Design tile_scheduler, sky130hd; sources not shown.
==> run_1/m1.png <==
Scale bar: 20 um.
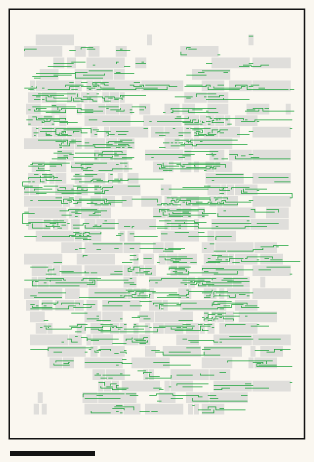
share of all routed wire: 41%
main direction: horizontal
longest straight run: 18.4 um
met1 usage: 23.58%
final WL: 6472 um
vias post-DR: 2,281

==> run_1/m2.png <==
Scale bar: 20 um.
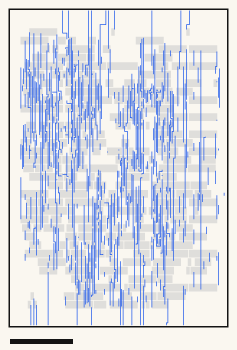
longest straight run: 76.2 um
nets with wire on the layer: 279
GRT met2 Usage: 34.41%

==> run_1/m3.png <==
Scale bar: 20 um.
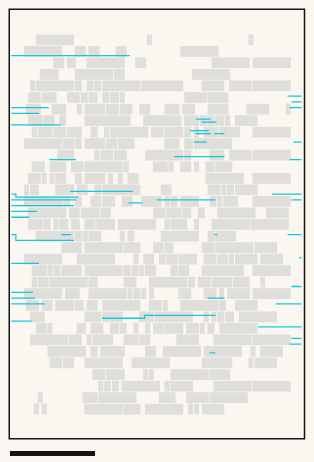
nets with wire on the layer: 37
longest straight run: 27.6 um
wire length on this layer: 300 um
main direction: horizontal
share of all routed wire: 4.6%
met3 Track Usage GR: 5.589%

==> changes_impl.md, run 1 <==
## Flow update

- Outcome: completed
- Detailed Place HPWL: 4564 um
- Clock-pin slew on the worst setup and hold paths: 0.07 ns
- Yosys Chip Area: 3299 um2
- CTS root buf: clkbuf_8
- WL/cell: 16.81 um
- Synth warn: 6
- Die Span Y: 100.9 um
- Yosys cell count: 283
- Router iterations before antenna repair: 4
- Total Neg Setup Slack: 0 ns
- Final core occ: 65.78%
- Largest cell class: flip-flops and latches
- Yosys cell types: 57
- Comb area share: 41.19%
- Htree depth: 3
- Met3 routed WL: 300 um
- Sw Ratio: 36.36%
- Peak VDD IR: 0.7229 mV
- Complex-gate fraction of the synthesized area: 15.74%
- Data required time of the worst path: 2.27 ns
- Final cell count without fillers: 385
- Post-Route M1 WL: 2622 um
- Switching power: 1.656 mW
- First-pass GRT wire length: 11,250 um
- DRC Markers: 0
- RSZ-0062 raised after global routing: false
- Vias in the first global route: 2,286
- Relative slew slack: 61.96%
- Synth async-reset ratio: 100.0%
- Post-route setup slack: 0.1707 ns
- Tap cells: 70
- Vias/cell: 5.925
- Core area: 5657 um2
- EDFF count, synth: 0
- Placed cells: 365
- # setup viols final: 0
- Layout area overhead: 12.78%
==> run_1/congestion_map.png <==
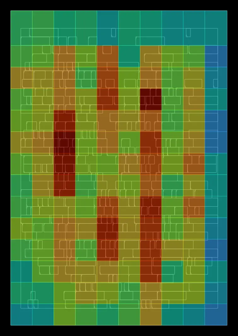

==> run 2, diff against run 1 <==
PLACE_DENSITY = 0.73   (was unset)
PLACE_DENSITY_LB_ADDON = unset   (was 0.25)
==> run_2/congestion_map.png <==
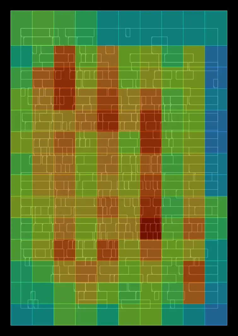
total track usage: 20.05%
global route hottest layer: met2

==> run 2 against run 1 <==
Non-clock buffer count up 1. Largest power group unchanged. Via count down 0.31%. First-iteration DRC count down 31%. Flip-flop count unchanged. Clock power down 9%. Clock-buffer cell count down 3. Critical path depth up 2. Worst setup slack worse by 0.056 ns. Highest routed layer unchanged.
==> changes_impl.md, run 2 <==
## Flow update

- Outcome: completed
- Slowest CP cell: dlygate4sd3_1
- Crit Path Category: input port to flip-flop
- Post-route setup slack: 0.1152 ns (-0.05552 ns)
- CTS root buf: clkbuf_8
- Die Span Y: 100.9 um (unchanged)
- Vias/cell: 5.906 (-0.31%)
- First-pass GRT wire length: 11,090 um (-1.5%)
- Placed cells: 366 (+0.27%)
- WL/cell: 17.07 um (+1.5%)
- RSZ-0062 raised after global routing: false
- Vias in the first global route: 2,372 (+3.8%)
- GRT met2 Usage: 35.81% (+1.4 points)
- Largest cell class: flip-flops and latches
- Post-Route M1 WL: 2617 um (-0.19%)
- Met3 routed WL: 324 um (+8.0%)
- Router iterations before antenna repair: 4 (unchanged)
- Comb area share: 41.38% (+0.19 points)
- Final cell count without fillers: 385 (unchanged)
- Total Neg Setup Slack: 0 ns (unchanged)
- Core area: 5657 um2 (unchanged)
- DRC Markers: 0 (unchanged)
- Layout clock area frac: 5.320%
- Htree depth: 3 (unchanged)
- Layout area overhead: 11.91%
- # setup viols final: 0 (unchanged)
- Yosys cell types: 57 (unchanged)
- Peak VDD IR: 0.8008 mV (+11%)
- Switching power: 1.678 mW (+1.3%)
- Yosys Chip Area: 3299 um2 (unchanged)
- EDFF count, synth: 0 (unchanged)
- Detailed Place HPWL: 4776 um (+4.6%)
- Tap cells: 70 (unchanged)
- Yosys cell count: 283 (unchanged)
- Final core occ: 65.27% (-0.51 points)
==> run_2/m1.png <==
Scale bar: 20 um.
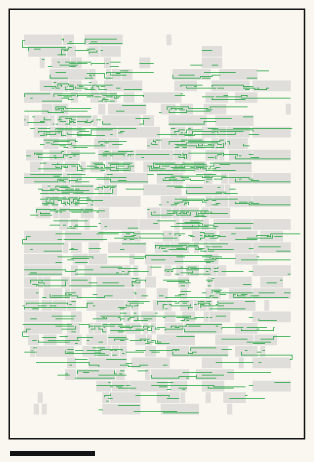
wire length on this layer: 2,620 um
share of all routed wire: 40%
main direction: horizontal
nets with wire on the layer: 293
final WL: 6572 um
met1 usage: 21.80%
vias post-DR: 2,274

==> run 3, diff against run 2 <==
TNS_END_PERCENT = 100   (was 5)
==> run_3/m1.png <==
Scale bar: 20 um.
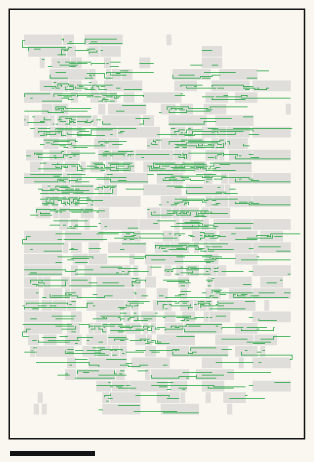
main direction: horizontal
share of all routed wire: 40%
longest straight run: 23.9 um
nets with wire on the layer: 293
wire length on this layer: 2,620 um

==> run 3 against run 2 <==
Synthesized cell count unchanged. Critical path depth unchanged. Clock power is essentially flat. Die area unchanged. Non-clock buffer count unchanged. Clock skew unchanged. Synthesized area unchanged. Final cell count did not move. Fmax did not move. Critical path type unchanged. Highest routed layer unchanged.
==> changes_impl.md, run 3 <==
## Flow update

- Yosys Chip Area: 3299 um2 (unchanged)
- CTS buffer count: 9
- Final core occ: 65.27% (unchanged)
- Top power group: sequential cells
- RSZ-0062 raised after global routing: false
- Post-Route M1 WL: 2617 um (unchanged)
- Global route hottest layer: met2
- Total Neg Setup Slack: 0 ns (unchanged)
- # setup viols final: 0 (unchanged)
- Switching power: 1.678 mW (unchanged)
- GRT met2 Usage: 35.81% (unchanged)
- Vias post-DR: 2,274 (unchanged)
- Layout area overhead: 11.91% (unchanged)
- Met1 usage: 21.80% (unchanged)
- Comb area share: 41.38% (unchanged)
- Peak VDD IR: 0.8008 mV (unchanged)
- DRC Markers: 0 (unchanged)
- Area fraction in mux cells: 9.936%
- Layout clock area frac: 5.320% (unchanged)
- Total track usage: 20.05% (unchanged)
- Die Span Y: 100.9 um (unchanged)
- Slowest CP cell: dlygate4sd3_1
- Vias/cell: 5.906 (unchanged)
- Post-CTS sizing: 0
- P_int: 2.788 mW
- Yosys cell types: 57 (unchanged)
- EDFF count, synth: 0 (unchanged)
- Tap cells: 70 (unchanged)
- CTS root buf: clkbuf_8
- WL/cell: 17.07 um (unchanged)
- Met3 routed WL: 324 um (unchanged)
- Core area: 5657 um2 (unchanged)
- Seq group: 2.09 mW
- Yosys cell count: 283 (unchanged)
- Router iterations before antenna repair: 4 (unchanged)
- Vias in the first global route: 2,372 (unchanged)
- Htree depth: 3 (unchanged)
- Final cell count without fillers: 385 (unchanged)
- Detailed Place HPWL: 4776 um (unchanged)
- Post-route setup slack: 0.1152 ns (unchanged)
- Sw Ratio: 37.58%
- Outcome: completed
- Inverters: 15
- Crit Path Category: input port to flip-flop
- Final WL: 6572 um (unchanged)
- Largest cell class: flip-flops and latches
- XOR-XNOR Cells, Area Fraction: 1.858%
==> run_3/m4.png <==
Scale bar: 20 um.
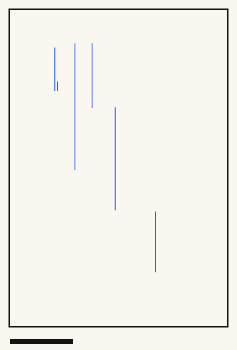
share of all routed wire: 2.0%
nets with wire on the layer: 4
wire length on this layer: 129 um
longest straight run: 40.1 um
main direction: vertical

Power figures rest on the tool's default switching activity, not on a simulated workload.
